--- config.mk ---
export PLATFORM = sky130hd
export DESIGN_NAME = axi_master_wrapper_flat
export DESIGN_NICKNAME = d
export VERILOG_FILES = /design/src/rtl/axi_pkg.sv /design/src/rtl/axi_master_wrapper_if.sv /design/src/rtl/axi_master_wrapper.sv /design/src/flat_wrapper.sv
export SDC_FILE = /design/constraint.sdc
export NUM_CORES = 1
export LEC_CHECK = 0
export CAP_MARGIN = 10
export CORE_MARGIN = 4
export CORE_UTILIZATION = 35
export DETAILED_ROUTE_END_ITERATION = 7
export PLACE_DENSITY = 0.89
export SETUP_SLACK_MARGIN = 0.02
export SLEW_MARGIN = 20
export SYNTH_ARGS = -nofsm -noshare
export SYNTH_HDL_FRONTEND = slang
export SYNTH_SLANG_ARGS = --single-unit
--- constraint.sdc ---
create_clock -name clk -period 3.7 [get_ports clk]
set_input_delay 1.11 -clock clk [delete_from_list [all_inputs] [get_ports clk]]
set_output_delay 1.11 -clock clk [all_outputs]
set_load 0.02 [all_outputs]
--- src/rtl/axi_pkg.sv ---
// -----------------------------------------------------------------------------
// axi_pkg
// Shared AXI4 constants and types for the CPU-to-AXI master wrapper and the
// interface bundle that carries its bus signals.
//   - Field widths for LEN/SIZE/BURST/RESP
//   - Burst/size/response encodings
//   - Master FSM state enum
//   - Helper that classifies a response code as an error
// -----------------------------------------------------------------------------
package axi_pkg;

  localparam int AXI_LEN_BITS   = 8;
  localparam int AXI_SIZE_BITS  = 3;
  localparam int AXI_BURST_BITS = 2;
  localparam int AXI_RESP_BITS  = 2;

  localparam logic [AXI_BURST_BITS-1:0] AXI_BURST_INCR = 2'b01;
  localparam logic [AXI_RESP_BITS-1:0]  AXI_RESP_OKAY  = 2'b00;
  localparam logic [AXI_SIZE_BITS-1:0]  AXI_SIZE_WORD  = 3'b010;
  // Every transaction is a single beat, so AxLEN (beats minus one) is zero.
  localparam logic [AXI_LEN_BITS-1:0]   AXI_LEN_SINGLE = 8'd0;

  // Master transaction sequencer states.
  typedef enum logic [2:0] {
    IDLE  = 3'd0,
    RADDR = 3'd1,
    RDATA = 3'd2,
    WREQ  = 3'd3,
    WRESP = 3'd4
  } master_state_e;

  // Anything other than OKAY (EXOKAY is never requested) is reported to the CPU.
  function automatic logic resp_is_error(input logic [AXI_RESP_BITS-1:0] resp);
    return resp != AXI_RESP_OKAY;
  endfunction

endpackage

--- src/rtl/axi_master_wrapper_if.sv ---
// -----------------------------------------------------------------------------
// axi_master_wrapper_if
// AXI4 bus bundle between the CPU master wrapper and the downstream slave.
//   AW: AWID AWADDR AWLEN AWSIZE AWBURST AWVALID / AWREADY
//   W : WDATA WSTRB WLAST WVALID / WREADY
//   B : BID BRESP BVALID / BREADY
//   AR: ARID ARADDR ARLEN ARSIZE ARBURST ARVALID / ARREADY
//   R : RID RDATA RRESP RLAST RVALID / RREADY
// Modports: master (drives requests, takes responses) and slave (the reverse).
// -----------------------------------------------------------------------------
interface axi_master_wrapper_if
  import axi_pkg::*;
#(
  parameter int ID_BITS   = 4,
  parameter int ADDR_BITS = 32,
  parameter int DATA_BITS = 32
);

  localparam int STRB_BITS = DATA_BITS / 8;

  // Write address channel
  logic [ID_BITS-1:0]        AWID;
  logic [ADDR_BITS-1:0]      AWADDR;
  logic [AXI_LEN_BITS-1:0]   AWLEN;
  logic [AXI_SIZE_BITS-1:0]  AWSIZE;
  logic [AXI_BURST_BITS-1:0] AWBURST;
  logic                      AWVALID;
  logic                      AWREADY;

  // Write data channel
  logic [DATA_BITS-1:0]      WDATA;
  logic [STRB_BITS-1:0]      WSTRB;
  logic                      WLAST;
  logic                      WVALID;
  logic                      WREADY;

  // Write response channel
  logic [ID_BITS-1:0]        BID;
  logic [AXI_RESP_BITS-1:0]  BRESP;
  logic                      BVALID;
  logic                      BREADY;

  // Read address channel
  logic [ID_BITS-1:0]        ARID;
  logic [ADDR_BITS-1:0]      ARADDR;
  logic [AXI_LEN_BITS-1:0]   ARLEN;
  logic [AXI_SIZE_BITS-1:0]  ARSIZE;
  logic [AXI_BURST_BITS-1:0] ARBURST;
  logic                      ARVALID;
  logic                      ARREADY;

  // Read data channel
  logic [ID_BITS-1:0]        RID;
  logic [DATA_BITS-1:0]      RDATA;
  logic [AXI_RESP_BITS-1:0]  RRESP;
  logic                      RLAST;
  logic                      RVALID;
  logic                      RREADY;

  modport master (
    output AWID, AWADDR, AWLEN, AWSIZE, AWBURST, AWVALID,
    input  AWREADY,
    output WDATA, WSTRB, WLAST, WVALID,
    input  WREADY,
    input  BID, BRESP, BVALID,
    output BREADY,
    output ARID, ARADDR, ARLEN, ARSIZE, ARBURST, ARVALID,
    input  ARREADY,
    input  RID, RDATA, RRESP, RLAST, RVALID,
    output RREADY
  );

  modport slave (
    input  AWID, AWADDR, AWLEN, AWSIZE, AWBURST, AWVALID,
    output AWREADY,
    input  WDATA, WSTRB, WLAST, WVALID,
    output WREADY,
    output BID, BRESP, BVALID,
    input  BREADY,
    input  ARID, ARADDR, ARLEN, ARSIZE, ARBURST, ARVALID,
    output ARREADY,
    output RID, RDATA, RRESP, RLAST, RVALID,
    input  RREADY
  );

endinterface

--- src/rtl/axi_master_wrapper.sv ---
// -----------------------------------------------------------------------------
// axi_master_wrapper
// Turns a simple CPU load/store port into single-beat AXI4 transactions, one
// outstanding at a time. The CPU is held with cpu_stall until the response for
// its access returns; the response cycle itself ("done" cycle) has stall low,
// so the CPU can advance on the following clock edge.
//
// Ports:
//   clk        clock
//   ARSTN      asynchronous reset, active high
//   cpu_req    access request, held by the CPU while cpu_stall is high
//   cpu_we     1 = store, 0 = load
//   cpu_addr   byte address
//   cpu_wdata  store data
//   cpu_wstrb  store byte enables
//   cpu_rdata  load data, valid in the done cycle and held until the next load
//   cpu_stall  CPU must hold its request
//   cpu_err    one-cycle pulse: non-OKAY response on the completed access
//   m_axi      AXI4 master side of the bus bundle
// -----------------------------------------------------------------------------
module axi_master_wrapper
  import axi_pkg::*;
#(
  parameter int                 ID_BITS   = 4,
  parameter logic [ID_BITS-1:0] MASTER_ID = '0,
  parameter int                 ADDR_BITS = 32,
  parameter int                 DATA_BITS = 32,
  localparam int                STRB_BITS = DATA_BITS / 8
) (
  input  logic                  clk,
  input  logic                  ARSTN,

  input  logic                  cpu_req,
  input  logic                  cpu_we,
  input  logic [ADDR_BITS-1:0]  cpu_addr,
  input  logic [DATA_BITS-1:0]  cpu_wdata,
  input  logic [STRB_BITS-1:0]  cpu_wstrb,
  output logic [DATA_BITS-1:0]  cpu_rdata,
  output logic                  cpu_stall,
  output logic                  cpu_err,

  axi_master_wrapper_if.master  m_axi
);

  master_state_e state, state_next;

  // Request copy taken when the access is accepted in IDLE; the CPU side is
  // not trusted to stay stable afterwards.
  logic [ADDR_BITS-1:0] addr_q;
  logic                 we_q;
  logic [DATA_BITS-1:0] wdata_q;
  logic [STRB_BITS-1:0] wstrb_q;
  logic [DATA_BITS-1:0] rdata_q;

  // Per-channel completion flags for the write address/data pair.
  logic aw_done, w_done;

  logic ar_valid, r_ready, aw_valid, w_valid, b_ready;
  logic ar_fire, aw_fire, w_fire;
  logic r_done, b_done;
  logic aw_complete, w_complete;

  // Handshake terms. r_done only fires on the final beat; a non-last beat is
  // simply accepted and dropped.
  assign ar_fire     = ar_valid && m_axi.ARREADY;
  assign aw_fire     = aw_valid && m_axi.AWREADY;
  assign w_fire      = w_valid  && m_axi.WREADY;
  assign r_done      = r_ready  && m_axi.RVALID && m_axi.RLAST;
  assign b_done      = b_ready  && m_axi.BVALID;

  // A write channel counts as complete if it finished earlier or is
  // handshaking right now, so AW and W may finish in any order or together.
  assign aw_complete = aw_done || aw_fire;
  assign w_complete  = w_done  || w_fire;

  // State register, cleared asynchronously so a reset aborts any access
  // immediately and every VALID/READY falls with it.
  always_ff @(posedge clk or posedge ARSTN) begin
    if (ARSTN) begin
      state <= IDLE;
    end else begin
      state <= state_next;
    end
  end

  // Next-state selection: a single pass through address then response for
  // reads, and the AW/W pair then response for writes.
  always_comb begin
    state_next = state;
    case (state)
      IDLE: begin
        if (cpu_req) begin
          state_next = cpu_we ? WREQ : RADDR;
        end
      end
      RADDR: begin
        if (ar_fire) begin
          state_next = RDATA;
        end
      end
      RDATA: begin
        if (r_done) begin
          state_next = IDLE;
        end
      end
      WREQ: begin
        if (aw_complete && w_complete) begin
          state_next = WRESP;
        end
      end
      WRESP: begin
        if (b_done) begin
          state_next = IDLE;
        end
      end
      default: begin
        state_next = IDLE;
      end
    endcase
  end

  // Output decode. The done cycle drops the stall combinationally and
  // forwards the read data and response status straight from the bus so the
  // CPU sees them in that same cycle.
  always_comb begin
    ar_valid  = 1'b0;
    r_ready   = 1'b0;
    aw_valid  = 1'b0;
    w_valid   = 1'b0;
    b_ready   = 1'b0;
    cpu_stall = 1'b1;
    cpu_err   = 1'b0;
    cpu_rdata = rdata_q;
    case (state)
      IDLE: begin
        cpu_stall = cpu_req;
      end
      RADDR: begin
        ar_valid = 1'b1;
      end
      RDATA: begin
        r_ready = 1'b1;
        if (r_done) begin
          cpu_stall = 1'b0;
          cpu_err   = resp_is_error(m_axi.RRESP);
          cpu_rdata = m_axi.RDATA;
        end
      end
      WREQ: begin
        aw_valid = !aw_done;
        w_valid  = !w_done;
      end
      WRESP: begin
        b_ready = 1'b1;
        if (b_done) begin
          cpu_stall = 1'b0;
          cpu_err   = resp_is_error(m_axi.BRESP);
        end
      end
      default: begin
        cpu_stall = cpu_req;
      end
    endcase
  end

  // Accept the CPU request in IDLE, and keep the most recent load result so
  // cpu_rdata stays stable between loads.
  always_ff @(posedge clk or posedge ARSTN) begin
    if (ARSTN) begin
      addr_q  <= '0;
      we_q    <= 1'b0;
      wdata_q <= '0;
      wstrb_q <= '0;
      rdata_q <= '0;
    end else begin
      if (state == IDLE && cpu_req) begin
        addr_q  <= cpu_addr;
        we_q    <= cpu_we;
        wdata_q <= cpu_wdata;
        wstrb_q <= cpu_wstrb;
      end
      if (r_done && !we_q) begin
        rdata_q <= m_axi.RDATA;
      end
    end
  end

  // Remember which write channel already handshook so its VALID stays low
  // while the other one is still waiting; both clear when the write response
  // completes the access.
  always_ff @(posedge clk or posedge ARSTN) begin
    if (ARSTN) begin
      aw_done <= 1'b0;
      w_done  <= 1'b0;
    end else if (b_done) begin
      aw_done <= 1'b0;
      w_done  <= 1'b0;
    end else if (state == WREQ) begin
      if (aw_fire) begin
        aw_done <= 1'b1;
      end
      if (w_fire) begin
        w_done <= 1'b1;
      end
    end
  end

  // Bus drive: handshake bits from the decode above, payload from the
  // accepted request, and fixed single-beat word INCR attributes.
  assign m_axi.ARVALID = ar_valid;
  assign m_axi.ARID    = MASTER_ID;
  assign m_axi.ARADDR  = addr_q;
  assign m_axi.ARLEN   = AXI_LEN_SINGLE;
  assign m_axi.ARSIZE  = AXI_SIZE_WORD;
  assign m_axi.ARBURST = AXI_BURST_INCR;
  assign m_axi.RREADY  = r_ready;

  assign m_axi.AWVALID = aw_valid;
  assign m_axi.AWID    = MASTER_ID;
  assign m_axi.AWADDR  = addr_q;
  assign m_axi.AWLEN   = AXI_LEN_SINGLE;
  assign m_axi.AWSIZE  = AXI_SIZE_WORD;
  assign m_axi.AWBURST = AXI_BURST_INCR;

  assign m_axi.WVALID  = w_valid;
  assign m_axi.WDATA   = wdata_q;
  assign m_axi.WSTRB   = wstrb_q;
  assign m_axi.WLAST   = 1'b1;

  assign m_axi.BREADY  = b_ready;

endmodule

--- src/flat_wrapper.sv ---
// flat-port wrapper written by rule: the top's interface ports become plain ports
module axi_master_wrapper_flat import axi_pkg::*;
#(
  parameter int                 ID_BITS   = 4,
  parameter logic [ID_BITS-1:0] MASTER_ID = '0,
  parameter int                 ADDR_BITS = 32,
  parameter int                 DATA_BITS = 32,
  localparam int                STRB_BITS = DATA_BITS / 8
)
  (clk, ARSTN, cpu_req, cpu_we, cpu_addr, cpu_wdata, cpu_wstrb, cpu_rdata, cpu_stall, cpu_err, m_axi_AWID, m_axi_AWADDR, m_axi_AWLEN, m_axi_AWSIZE, m_axi_AWBURST, m_axi_AWVALID, m_axi_AWREADY, m_axi_WDATA, m_axi_WSTRB, m_axi_WLAST, m_axi_WVALID, m_axi_WREADY, m_axi_BID, m_axi_BRESP, m_axi_BVALID, m_axi_BREADY, m_axi_ARID, m_axi_ARADDR, m_axi_ARLEN, m_axi_ARSIZE, m_axi_ARBURST, m_axi_ARVALID, m_axi_ARREADY, m_axi_RID, m_axi_RDATA, m_axi_RRESP, m_axi_RLAST, m_axi_RVALID, m_axi_RREADY);
  axi_master_wrapper_if #(.ID_BITS(ID_BITS), .ADDR_BITS(ADDR_BITS), .DATA_BITS(DATA_BITS)) m_axi_i ();
  input  logic clk;
  input  logic ARSTN;
  input  logic cpu_req;
  input  logic cpu_we;
  input  logic [ADDR_BITS-1:0] cpu_addr;
  input  logic [DATA_BITS-1:0] cpu_wdata;
  input  logic [STRB_BITS-1:0] cpu_wstrb;
  output logic [DATA_BITS-1:0] cpu_rdata;
  output logic cpu_stall;
  output logic cpu_err;
  output wire logic [$bits(m_axi_i.AWID)-1:0] m_axi_AWID;
  output wire logic [$bits(m_axi_i.AWADDR)-1:0] m_axi_AWADDR;
  output wire logic [$bits(m_axi_i.AWLEN)-1:0] m_axi_AWLEN;
  output wire logic [$bits(m_axi_i.AWSIZE)-1:0] m_axi_AWSIZE;
  output wire logic [$bits(m_axi_i.AWBURST)-1:0] m_axi_AWBURST;
  output wire logic [$bits(m_axi_i.AWVALID)-1:0] m_axi_AWVALID;
  input wire logic [$bits(m_axi_i.AWREADY)-1:0] m_axi_AWREADY;
  output wire logic [$bits(m_axi_i.WDATA)-1:0] m_axi_WDATA;
  output wire logic [$bits(m_axi_i.WSTRB)-1:0] m_axi_WSTRB;
  output wire logic [$bits(m_axi_i.WLAST)-1:0] m_axi_WLAST;
  output wire logic [$bits(m_axi_i.WVALID)-1:0] m_axi_WVALID;
  input wire logic [$bits(m_axi_i.WREADY)-1:0] m_axi_WREADY;
  input wire logic [$bits(m_axi_i.BID)-1:0] m_axi_BID;
  input wire logic [$bits(m_axi_i.BRESP)-1:0] m_axi_BRESP;
  input wire logic [$bits(m_axi_i.BVALID)-1:0] m_axi_BVALID;
  output wire logic [$bits(m_axi_i.BREADY)-1:0] m_axi_BREADY;
  output wire logic [$bits(m_axi_i.ARID)-1:0] m_axi_ARID;
  output wire logic [$bits(m_axi_i.ARADDR)-1:0] m_axi_ARADDR;
  output wire logic [$bits(m_axi_i.ARLEN)-1:0] m_axi_ARLEN;
  output wire logic [$bits(m_axi_i.ARSIZE)-1:0] m_axi_ARSIZE;
  output wire logic [$bits(m_axi_i.ARBURST)-1:0] m_axi_ARBURST;
  output wire logic [$bits(m_axi_i.ARVALID)-1:0] m_axi_ARVALID;
  input wire logic [$bits(m_axi_i.ARREADY)-1:0] m_axi_ARREADY;
  input wire logic [$bits(m_axi_i.RID)-1:0] m_axi_RID;
  input wire logic [$bits(m_axi_i.RDATA)-1:0] m_axi_RDATA;
  input wire logic [$bits(m_axi_i.RRESP)-1:0] m_axi_RRESP;
  input wire logic [$bits(m_axi_i.RLAST)-1:0] m_axi_RLAST;
  input wire logic [$bits(m_axi_i.RVALID)-1:0] m_axi_RVALID;
  output wire logic [$bits(m_axi_i.RREADY)-1:0] m_axi_RREADY;
  assign m_axi_AWID = m_axi_i.AWID;
  assign m_axi_AWADDR = m_axi_i.AWADDR;
  assign m_axi_AWLEN = m_axi_i.AWLEN;
  assign m_axi_AWSIZE = m_axi_i.AWSIZE;
  assign m_axi_AWBURST = m_axi_i.AWBURST;
  assign m_axi_AWVALID = m_axi_i.AWVALID;
  assign m_axi_i.AWREADY = m_axi_AWREADY;
  assign m_axi_WDATA = m_axi_i.WDATA;
  assign m_axi_WSTRB = m_axi_i.WSTRB;
  assign m_axi_WLAST = m_axi_i.WLAST;
  assign m_axi_WVALID = m_axi_i.WVALID;
  assign m_axi_i.WREADY = m_axi_WREADY;
  assign m_axi_i.BID = m_axi_BID;
  assign m_axi_i.BRESP = m_axi_BRESP;
  assign m_axi_i.BVALID = m_axi_BVALID;
  assign m_axi_BREADY = m_axi_i.BREADY;
  assign m_axi_ARID = m_axi_i.ARID;
  assign m_axi_ARADDR = m_axi_i.ARADDR;
  assign m_axi_ARLEN = m_axi_i.ARLEN;
  assign m_axi_ARSIZE = m_axi_i.ARSIZE;
  assign m_axi_ARBURST = m_axi_i.ARBURST;
  assign m_axi_ARVALID = m_axi_i.ARVALID;
  assign m_axi_i.ARREADY = m_axi_ARREADY;
  assign m_axi_i.RID = m_axi_RID;
  assign m_axi_i.RDATA = m_axi_RDATA;
  assign m_axi_i.RRESP = m_axi_RRESP;
  assign m_axi_i.RLAST = m_axi_RLAST;
  assign m_axi_i.RVALID = m_axi_RVALID;
  assign m_axi_RREADY = m_axi_i.RREADY;
  axi_master_wrapper #(.ID_BITS(ID_BITS), .MASTER_ID(MASTER_ID), .ADDR_BITS(ADDR_BITS), .DATA_BITS(DATA_BITS)) u_core (.clk(clk), .ARSTN(ARSTN), .cpu_req(cpu_req), .cpu_we(cpu_we), .cpu_addr(cpu_addr), .cpu_wdata(cpu_wdata), .cpu_wstrb(cpu_wstrb), .cpu_rdata(cpu_rdata), .cpu_stall(cpu_stall), .cpu_err(cpu_err), .m_axi(m_axi_i));
endmodule
Figure 1. Routed clock nets over the placement (run 1).
The bar under the picture is 50 um long.
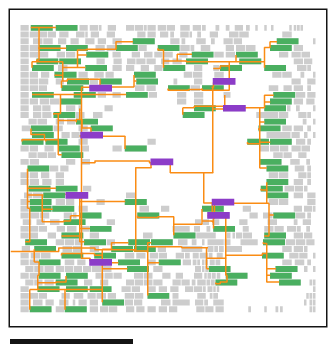
Green is flip-flops, count 106. Orange is clock wires, length 1,330 um. Purple is clock-net drivers, count 9.
Position of the flops: spread over the die.
clk_lat worst skew: 340 ps
power consumed by the clock network: 0.000879 W

Figure 2. Cell classes on the final placement (run 1).
The bar under the picture is 50 um long.
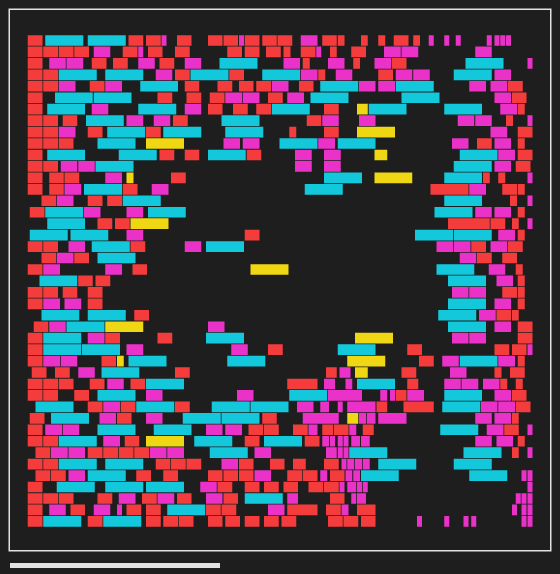
Red is remaining buffers and delay cells, cells 263, share of their area 34%. Magenta is remaining logic cells, cells 208, share of their area 26%. Yellow is clock drivers and dummy loads, cells 15, share of their area 3.6%. Cyan is registers, cells 106, share of their area 36%.
core region area: 14,000 sq um
share of the final layout cell area in sequential cells: 35.0%
cell area after layout: 7570 sq um
utilization after layout: 53.9%

Figure 3. Gate-type map (run 1).
The bar under the picture is 50 um long.
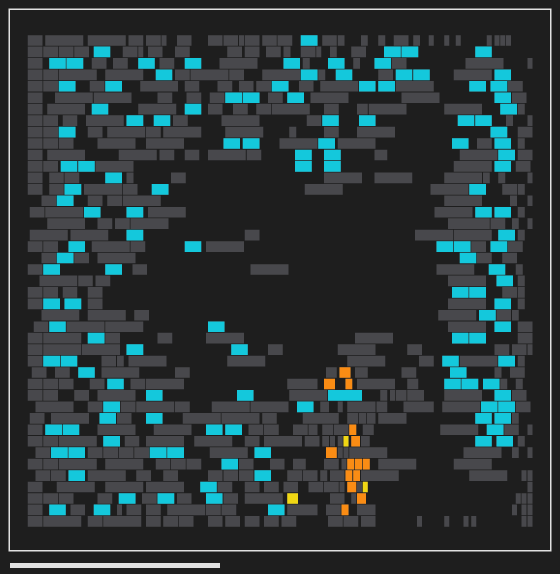
Orange is aoi and oai cells, cells 14. Cyan is mux cells, cells 134, where spread over the die. Yellow is inv cells, cells 3.
proportion of cell area occupied by multi-input gates: 24.9%
most numerous logic cell after layout: sky130_fd_sc_hd__clkdlybuf4s50_1
tally of non-filler cells in the final layout: 772

Figure 4. Supply network (run 1).
Pins as bars on the die edge. Tap cells in gray.
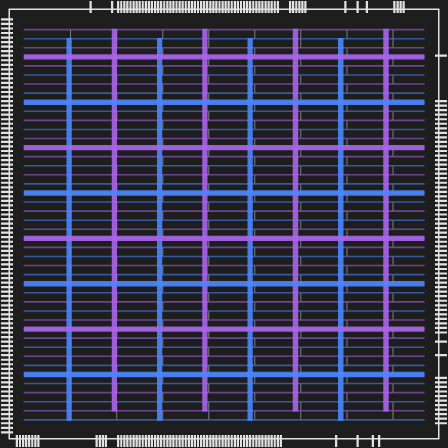
Purple is VDD. Blue is VSS.
8 straps on met5. The core has 43 rows. 180 tap cells. 296 signal pins sit on the boundary. 44 met1 rails follow the rows.
Vert. Die Dim: 128 um
die outline width: 128 um
IR Drop Worst-Case VDD: 0.000604 V

## run 1: logic make-up (layout without fill, tap and decap cells)
| kind of cell | Yosys count | after routing | synth area share (%) |
|---|---|---|---|
| flip-flops | 106 | 106 | 52.4 |
| other | 2 | 35 | 0.148 |
| AND-OR/OR-AND | 14 | 14 | 1.61 |
| buffers and inverters | 87 | 281 | 12.9 |
| AND/OR/NAND/NOR | 22 | 22 | 2.97 |
| multiplexers | 134 | 134 | 30.0 |
## run 1: state kept, by name, summed over array words and instances, names as in the netlist
signal / count
u_core.m_axi.ARADDR: 32
u_core.m_axi.WDATA: 32
u_core.rdata_q: 32
u_core.m_axi.WSTRB: 4
u_core.state: 3
u_core.aw_done: 1
u_core.w_done: 1
u_core.we_q: 1
==> Implementation_results.wiki, run 1 <==
== Flow metrics ==
{| class="wikitable"
! Metric !! Value
|-
| DR WL met2 || 7020 um
|-
| Number of buffers inserted by port buffering || around 250
|-
| Internal power of the cells || ~0.0042 W
|-
| Fraction of synthesized cell area taken by the top area cell type || between 50% and 60%
|-
| Critical path's largest stage delay || between 400 and 500 ps
|-
| CP startpoint kind || input port
|-
| Top cell type by total area after synthesis || sky130_fd_sc_hd__dfrtp_1
|-
| Post-synthesis register bit count || 106
|-
| Critical R2R Launch || u_core.state[2]
|-
| Count of hold buffers inserted by post-cts repair || 0
|-
| Clock skew || ~9 ps
|-
| Maximum achievable frequency || 275 MHz
|-
| Most used cells in the layout excluding fill and tap cells || sky130_fd_sc_hd__clkdlybuf4s50_1, sky130_fd_sc_hd__mux2_2, sky130_fd_sc_hd__dfrtp_1, sky130_fd_sc_hd__conb_1, sky130_fd_sc_hd__buf_2
|-
| Summed negative setup slack over all endpoints || 0 ps
|-
| Dominant Register Cell || sky130_fd_sc_hd__dfrtp_1
|-
| Transition time of the tightest slew-check pin || 589 ps
|-
| Count of flip-flops with a built-in enable after synthesis || 0
|-
| Total setup buffers inserted after CTS || 0
|-
| Worst reg-to-reg setup slack || between 1500 and 2000 ps
|-
| Total power consumption of the routed design || 0.00685 W
|-
| Detailed placer's ending HPWL || approximately 9900 um
|-
| Critical Path End || cpu_rdata[1]
|-
| Highest-power group || combinational cells
|-
| Detailed Route Iter0 Violations || about 69
|-
| Routability congestion estimate || roughly 0.8
|-
| Combinational Area || around 1900 sq um
|-
| Tally of yosys warning messages || 0
|-
| Leakage power of the design || roughly 3.2 nW
|-
| Die Area || between 15,000 and 20,000 sq um
|-
| DRT Wirelength || ~13,000 um
|-
| Minimum setup slack after placement || -344 ps
|-
| Power per Cell Area || 905 nW/um^2
|-
| Largest net degree at the start of global routing || about 110
|-
| Endpoint, Worst Hold || u_core.m_axi.WSTRB[2]
|-
| Global-route met2 utilization || between 20 and 30%
|-
| Critical path depth in cells || 5
|-
| GRT Residual Overflow || 0
|-
| Number of standard-cell rows in the floorplan || around 43
|-
| Detailed-route wire length on metal 1 || 4700 um
|-
| Outcome || completed
|-
| Share of the clock period used by the worst path after layout || 98.4%
|-
| Mean routed wirelength per cell || ~17 um
|-
| Sum of buffers and inverters on the critical path || 3
|-
| Sinks on Clock Net || 106
|-
| Cell family with the largest share of critical-path delay || buffers and inverters
|-
| Worst reg-to-reg path cell count || 4
|-
| P_sw || around 0.0027 W
|-
| Shortest period the worst path allows || between 3000 and 4000 ps
|-
| Filler instances || approximately 1.2k
|-
| Number of top-level pins || about 300
|-
| OpenROAD warnings || 37
|-
| Combinational gates || around 210
|-
| Share of post-route cells with drive strength above 1 || between 30% and 40%
|-
| Chip area estimate from yosys synthesis || approximately 5100 sq um
|-
| Total combinational power || ~0.0038 W
|-
| Avg Inst Size Synth || about 14 sq um
|-
| Clock share of power || roughly an eighth
|-
| Number of flip-flops and latches || approximately 110
|-
| Dominant cell by count in the synthesized netlist || sky130_fd_sc_hd__mux2_2
|-
| Worst Setup End Kind || output port
|-
| Min-Delay Path Class || reg2reg
|-
| Non-clock buffer count in the final layout || around 260
|-
| Met3 wire len || ~1300 um
|-
| GR Layer Usage met1 || roughly 17%
|}
## Run 2: what changed since run 1
CORE_UTILIZATION = 38   (was 35)
CTS_CLUSTER_SIZE = 20   (was default)
MAX_ROUTING_LAYER = met4   (was default)
PLACE_DENSITY = 0.92   (was 0.89)
clock period = 3.5 ns   (was 3.7 ns; I/O delays follow)
Figure 5. Routed clock nets over the placement (run 2).
The bar under the picture is 20 um long.
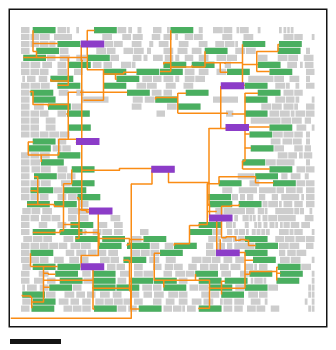
Purple is clock-net drivers, count 9. Green is flip-flops, count 106. Orange is clock wires, length 1,310 um.
Position of the flops: spread over the die. There are 10 routed clock nets.
clock share of power: 13.5%
power consumed by the clock network: 0.00100 W

Figure 6. Supply network (run 2).
Pins as bars on the die edge. Tap cells in gray.
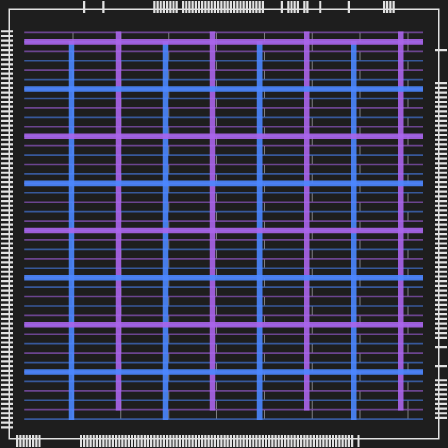
Purple is VDD. Blue is VSS.
296 signal pins sit on the boundary. The core has 41 rows. 172 tap cells.
IR Drop Worst-Case VDD: 0.000638 V
die outline width: 123 um
Vert. Die Dim: 123 um
core region area: 12,800 sq um

Figure 7. Cell classes on the final placement (run 2).
The bar under the picture is 20 um long.
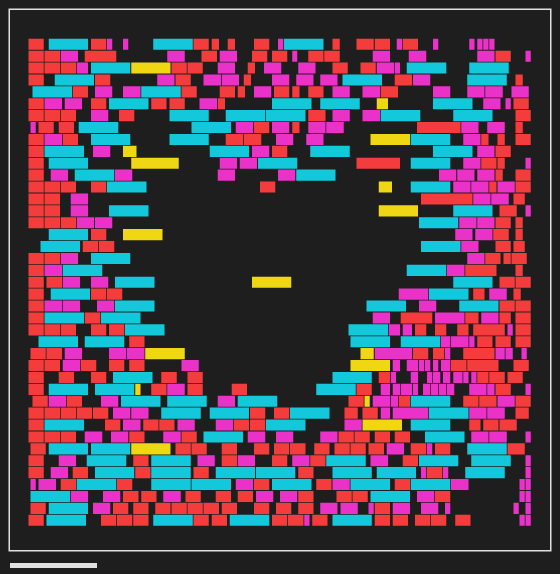
Magenta is remaining logic cells, cells 208, share of their area 25%. Red is remaining buffers and delay cells, cells 271, share of their area 36%. Cyan is registers, cells 106, share of their area 35%. Yellow is clock drivers and dummy loads, cells 16, share of their area 3.9%.
cell area after layout: 7770 sq um
share of the final layout cell area in sequential cells: 34.1%

==> run 2 against run 1 <==
First-iteration DRC count is 130% higher. Wire length rose by 1.8%. Final cell count rose by 0.13%. Non-clock buffer count rose by 8. Critical path depth up 1. Clock skew shrank 4.3 ps. Clock power is about 10% higher. Hold slack gained 5.6 ps. Die size decreased by 7.4%. Largest cell class is now non-clock buffers. Combinational power is 9.4% higher. Area after synthesis is the same. Cell area grew 2.7%.
==> Implementation_results.wiki, run 2 <==
== Flow metrics ==
{| class="wikitable"
! Metric !! Value
|-
| Fraction of synthesized cell area taken by the top area cell type || around 52%
|-
| Total setup buffers inserted after CTS || 4
|-
| Critical path's largest stage delay || ~340 ps
|-
| Dominant cell by count in the synthesized netlist || sky130_fd_sc_hd__mux2_2
|-
| Share of post-route cells with drive strength above 1 || approximately a third
|-
| Minimum setup slack after placement || -487 ps
|-
| DRT Wirelength || between 10,000 and 15,000 um
|-
| Critical R2R Launch || u_core.state[0]
|-
| Clk_lat worst skew || between 300 and 400 ps
|-
| Utilization after layout || between 60% and 70%
|-
| Sinks on Clock Net || roughly 110
|-
| Crit Reg-Reg Endpoint || u_core.rdata_q[6]
|-
| Final tally of hold violations || 0
|-
| Critical path depth in cells || 6
|-
| Highest-power group || combinational cells
|-
| Detailed Route Iter0 Violations || ~160
|-
| Clock skew || around 4.9 ps
|-
| Cell family with the largest share of critical-path delay || buffers and inverters
|-
| Avg Inst Size Synth || around 14 sq um
|-
| P_sw || 0.00284 W
|-
| Transition time of the tightest slew-check pin || roughly 600 ps
|-
| Leakage power of the design || 3.27 nW
|-
| Share of flip-flops with an asynchronous set or reset after synthesis || 100%
|-
| Sum of buffers and inverters on the critical path || 4
|-
| GRT Residual Overflow || 0
|-
| Maximum achievable frequency || 291 MHz
|-
| Most used cells in the layout excluding fill and tap cells || sky130_fd_sc_hd__clkdlybuf4s50_1, sky130_fd_sc_hd__mux2_2, sky130_fd_sc_hd__dfrtp_1, sky130_fd_sc_hd__conb_1, sky130_fd_sc_hd__buf_2
|-
| Outcome || completed
|-
| Most numerous logic cell after layout || sky130_fd_sc_hd__clkdlybuf4s50_1
|-
| Summed negative setup slack over all endpoints || 0 ps
|-
| Critical Path End || cpu_rdata[18]
|-
| Internal power of the cells || between 0.004 and 0.005 W
|-
| Ant. Diodes || 0
|-
| Number of buffers inserted by port buffering || approximately 250
|-
| Share of the clock period used by the worst path after layout || a little over nine tenths
|-
| Tally of yosys warning messages || 0
|-
| Largest net degree at the start of global routing || ~110
|-
| Worst reg-to-reg setup slack || roughly 1500 ps
|-
| Maximum Capacitance Violations || 0
|-
| Final setup vio count || 0
|-
| Detailed placer's ending HPWL || 9930 um
|-
| Number of standard-cell rows in the floorplan || around 41
|-
| Filler instances || roughly 1,000
|-
| Tally of non-filler cells in the final layout || around 770
|-
| Vias in the first global route || around 4k
|-
| Chip area estimate from yosys synthesis || approximately 5100 sq um
|-
| Worst Setup End Kind || output port
|-
| Routed via count || around 3.5k
|-
| Iteration count of the initial detailed-routing pass || 4
|-
| Count of hold buffers inserted by post-cts repair || 0
|-
| Die Area || between 15,000 and 20,000 sq um
|-
| Total combinational power || ~0.0042 W
|-
| FP Core Util || a little under 40%
|-
| Count of flip-flops with a built-in enable after synthesis || 0
|-
| Endpoint, Worst Hold || u_core.m_axi.WSTRB[0]
|-
| Mean routed wirelength per cell || roughly 18 um
|-
| Total power consumption of the routed design || between 0.007 and 0.008 W
|-
| Min-Delay Path Class || reg2reg
|-
| Number of top-level pins || roughly 300
|-
| Worst reg-to-reg path cell count || 5
|-
| OpenROAD warnings || 36
|-
| Power per Cell Area || between 900 and 1000 nW/um^2
|-
| CP startpoint kind || input port
|-
| Combinational Area || 1890 sq um
|-
| Routability congestion estimate || 0.854
|-
| Shortest period the worst path allows || 3430 ps
|-
| Post-synthesis register bit count || roughly 110
|-
| Top cell type by total area after synthesis || sky130_fd_sc_hd__dfrtp_1
|-
| Worst-case setup margin in the final layout || 68.0 ps
|-
| Clock transition at the registers of the reported paths || ~70 ps
|-
| Dominant Register Cell || sky130_fd_sc_hd__dfrtp_1
|}
run 2: cell counts after synthesis:
Identical to the previous run, type by type.
run 2: cell type report:
class,count,share of cell area [%]
Sequential cell,106,34.1
Clock buffer,11,2.99
Inverter,3,0.193
Timing Repair Buffer,271,34.8
Clock inverter,5,0.821
Tap cell,172,2.77
Multi-Input combinational cell,205,24.3
run 2: kinds of logic (layout without fill, tap and decap cells):
logic type,count (synthesis),count (layout),share of synthesized area [%]
flip-flops,106,106,52.4
AND/OR/NAND/NOR,22,22,2.97
multiplexers,134,134,30.0
other,2,35,0.148
AND-OR/OR-AND,14,14,1.61
buffers and inverters,87,290,12.9
run 2: layer usage:
metal	track usage (%)	share of wire (%)
met1	20.1	37
met2	32.1	52
met3	4.67	8.2
met4	7.96	2.7
met5	-	0
## Run 3: what changed since run 2
SETUP_SLACK_MARGIN = default   (was 0.02)
Figure 8. Gate-type map (run 3).
The bar under the picture is 20 um long.
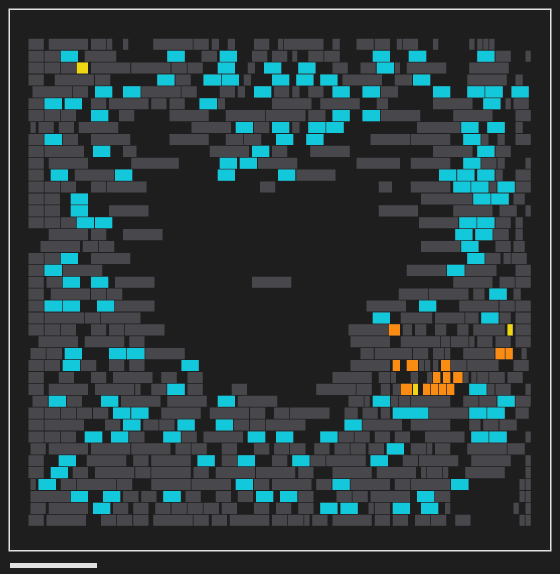
Orange is aoi and oai cells, cells 14. Cyan is mux cells, cells 134, where spread over the die. Yellow is inv cells, cells 3.
proportion of cell area occupied by multi-input gates: 24.3%
tally of non-filler cells in the final layout: 773

Figure 9. Cell classes on the final placement (run 3).
The bar under the picture is 20 um long.
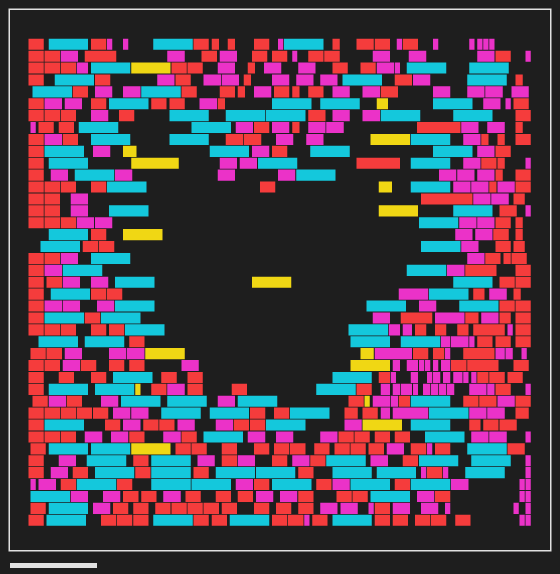
Cyan is registers, cells 106, share of their area 35%. Yellow is clock drivers and dummy loads, cells 16, share of their area 3.9%. Red is remaining buffers and delay cells, cells 271, share of their area 36%. Magenta is remaining logic cells, cells 208, share of their area 25%.
utilization after layout: 60.6%
number of standard-cell rows in the floorplan: 41
share of the final layout cell area in sequential cells: 34.1%

Figure 10. Supply network (run 3).
Pins as bars on the die edge. Tap cells in gray.
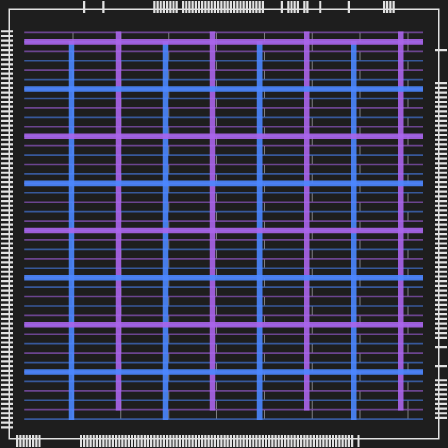
Blue is VSS. Purple is VDD.
296 signal pins sit on the boundary. 42 met1 rails follow the rows.

==> run 3 against run 2 <==
Clock skew did not move. Area after synthesis stayed put. Worst setup slack got worse by 21 ps.
==> Implementation_results.wiki, run 3 <==
== Flow metrics ==
{| class="wikitable"
! Metric !! Value
|-
| Signed area change from the synthesized netlist to the final layout || 53.6%
|-
| Mean routed wirelength per cell || about 18 um
|-
| GR Layer Usage met1 || between 20 and 25%
|-
| Share of post-route cells with drive strength above 1 || between 30% and 40%
|-
| Tally of yosys warning messages || 0
|-
| Layout buffering overhead excluding clock cells || a little over a third
|-
| Clock tree from TritonCTS || done
|-
| Share of flip-flops with an asynchronous set or reset after synthesis || 100%
|-
| Startpoint of the most critical hold path || u_core.m_axi.WSTRB[0]
|-
| Critical Path End || cpu_rdata[18]
|-
| Worst reg-to-reg path cell count || 5
|-
| Most numerous logic cell after layout || sky130_fd_sc_hd__clkdlybuf4s50_1
|-
| Final tally of hold violations || 0
|-
| IR Drop Worst-Case VDD || 0.000638 V
|-
| Minimum setup slack after placement || -487 ps
|-
| Avg Inst Size Synth || 13.9 sq um
|-
| Clock Tree Root || sky130_fd_sc_hd__clkbuf_16
|-
| Non-clock buffer count in the final layout || 271
|-
| Dominant Register Cell || sky130_fd_sc_hd__dfrtp_1
|-
| Final setup vio count || 0
|-
| Layout clock buffer count || 11
|-
| DR WL met2 || roughly 7100 um
|-
| Combinational Area || around 1900 sq um
|-
| Worst reg-to-reg setup slack || approximately 1500 ps
|-
| Min-Delay Path Class || reg2reg
|-
| Wire length of the first global-routing pass || between 20,000 and 25,000 um
|-
| Worst Hold Slack || 498 ps
|-
| Critical R2R Launch || u_core.state[0]
|-
| Leakage power of the design || between 3 and 4 nW
|-
| Core region area || 12,800 sq um
|-
| Sequential-to-total area share from yosys stat || a little over half
|-
| Summed negative setup slack over all endpoints || 0 ps
|-
| Worst Setup End Kind || output port
|-
| Global-route layer with the greatest usage || met2
|-
| Worst-case setup margin in the final layout || about 47 ps
|-
| Detailed placer's ending HPWL || roughly 10000 um
|-
| Number of tap cells added at floorplan || between 150 and 200
|-
| Detailed-route wire length on metal 1 || 4990 um
|-
| Vert. Die Dim || around 120 um
|-
| Endpoint, Worst Hold || u_core.m_axi.WSTRB[0]
|-
| Critical path's largest stage delay || between 300 and 400 ps
|-
| Met3 layer usage reported by global route || approximately 4.7%
|-
| Highest metal layer with signal wires || met4
|-
| Clock buffer depth || 2
|-
| Number of top-level pins || just under 300
|-
| CP startpoint kind || input port
|-
| Number of flip-flops and latches || between 100 and 150
|-
| Ant. Diodes || 0
|-
| Die outline width || ~120 um
|-
| Total power consumption of the routed design || around 0.0074 W
|-
| Outcome || completed
|-
| Cell family with the largest share of critical-path delay || buffers and inverters
|-
| Most area-hungry cell class in the final design || non-clock buffers
|-
| DRT Wirelength || roughly 14,000 um
|-
| Clock skew || between 4 and 5 ps
|-
| Relative area of clock buffers and inverters in the final design || 3.81%
|-
| CTS HTree Levels || 3
|-
| Instance count along the most critical hold path || 1
|-
| Number of distinct library cell variants in the gate-level netlist after synthesis || 25
|-
| Number of buffers inserted by port buffering || 252
|-
| OpenROAD warnings || 36
|-
| Crit Reg-Reg Endpoint || u_core.rdata_q[6]
|-
| Shortest period the worst path allows || 3450 ps
|-
| Count of hold buffers inserted by post-cts repair || 0
|-
| Number of placed instances, taps included || 750
|-
| Routability congestion estimate || 0.854
|-
| Iteration count of the initial detailed-routing pass || 4
|-
| GRT Residual Overflow || 0
|-
| Dominant cell by count in the synthesized netlist || sky130_fd_sc_hd__mux2_2
|-
| Cell area after layout || roughly 7800 sq um
|-
| Post-synthesis register bit count || approximately 110
|-
| Top cell type by total area after synthesis || sky130_fd_sc_hd__dfrtp_1
|-
| Critical-path cell list || clkdlybuf4s15_1, and3_4, buf_12, bufbuf_16, mux2_2, buf_4
|-
| FF+latch area || 2650 sq um
|-
| Maximum achievable frequency || between 200 and 300 MHz
|-
| Global-route met2 utilization || about a third
|-
| Tally of nets with antenna violations remaining after routing || 0
|-
| Most used standard cells in the synthesized netlist || sky130_fd_sc_hd__mux2_2, sky130_fd_sc_hd__dfrtp_1, sky130_fd_sc_hd__buf_4
|-
| Chip area estimate from yosys synthesis || 5060 sq um
|-
| Share of the clock period used by the worst path after layout || 98.6%
|-
| Die Area || 15,200 sq um
|-
| Vias in the first global route || 3,981
|-
| Power per Cell Area || approximately 960 nW/um^2
|-
| Sum of buffers and inverters on the critical path || 4
|-
| Maximum Capacitance Violations || 0
|-
| Met3 wire len || 1120 um
|-
| FP Core Util || between 30% and 40%
|-
| Tightest slew margin relative to the limit || around three fifths
|-
| Count of flip-flops with a built-in enable after synthesis || 0
|-
| Routed via count || between 3k and 4k
|-
| Combinational gates || around 210
|-
| Detailed Route Iter0 Violations || around 160
|-
| Transition time of the tightest slew-check pin || a little under 600 ps
|-
| Critical path depth in cells || 6
|-
| Type of the setup path with the least slack || in2out
|-
| Most used cells in the layout excluding fill and tap cells || sky130_fd_sc_hd__clkdlybuf4s50_1, sky130_fd_sc_hd__mux2_2, sky130_fd_sc_hd__dfrtp_1, sky130_fd_sc_hd__conb_1, sky130_fd_sc_hd__buf_2
|-
| Clock buffers created by TritonCTS || 9
|-
| Largest net degree at the start of global routing || 107
|-
| Clk_lat worst skew || 340 ps
|-
| Critical path's slowest cell || sky130_fd_sc_hd__mux2_2
|-
| Count of nets after finishing || approximately 700
|-
| Number of max-slew violations in the final report || 0
|-
| Post-route DRC violation count || 0
|-
| Count of inverters not on the clock network in the layout || 3
|-
| Clock transition at the registers of the reported paths || 70 ps
|-
| Filler instances || roughly 1,000
|-
| Total standard cell area after synthesis || approximately 5000 sq um
|-
| Sinks on Clock Net || 106
|-
| Fraction of synthesized cell area taken by the top area cell type || 52.4%
|}
==> run 3: cell counts after synthesis <==
Identical to the previous run, type by type.
==> run 3: where the power goes <==
part	internal [W]	total, W	leakage (nW)	switching (W)
registers	0.00184	0.00223	1.26	0.000391
logic	0.00219	0.00420	1.87	0.00200
clock network	0.000560	0.00100	0.140	0.000444
==> run 3: what timing repair did <==
action | CTS | global route
pin swaps | 1 | 1
setup endpoints to repair | 34 | 6
gates resized | 128 | 1
buffers inserted | 4 | 0
cloned | 3 | 0
==> run 3: cells by family (layout without fill, tap and decap cells) <==
group	count (synthesis)	after routing	share of synthesized area, %
AND-OR/OR-AND	14	14	1.61
AND/OR/NAND/NOR	22	22	2.97
multiplexers	134	134	30.0
other	2	35	0.148
flip-flops	106	106	52.4
buffers and inverters	87	290	12.9
Power is estimated from default activity; no workload was simulated.
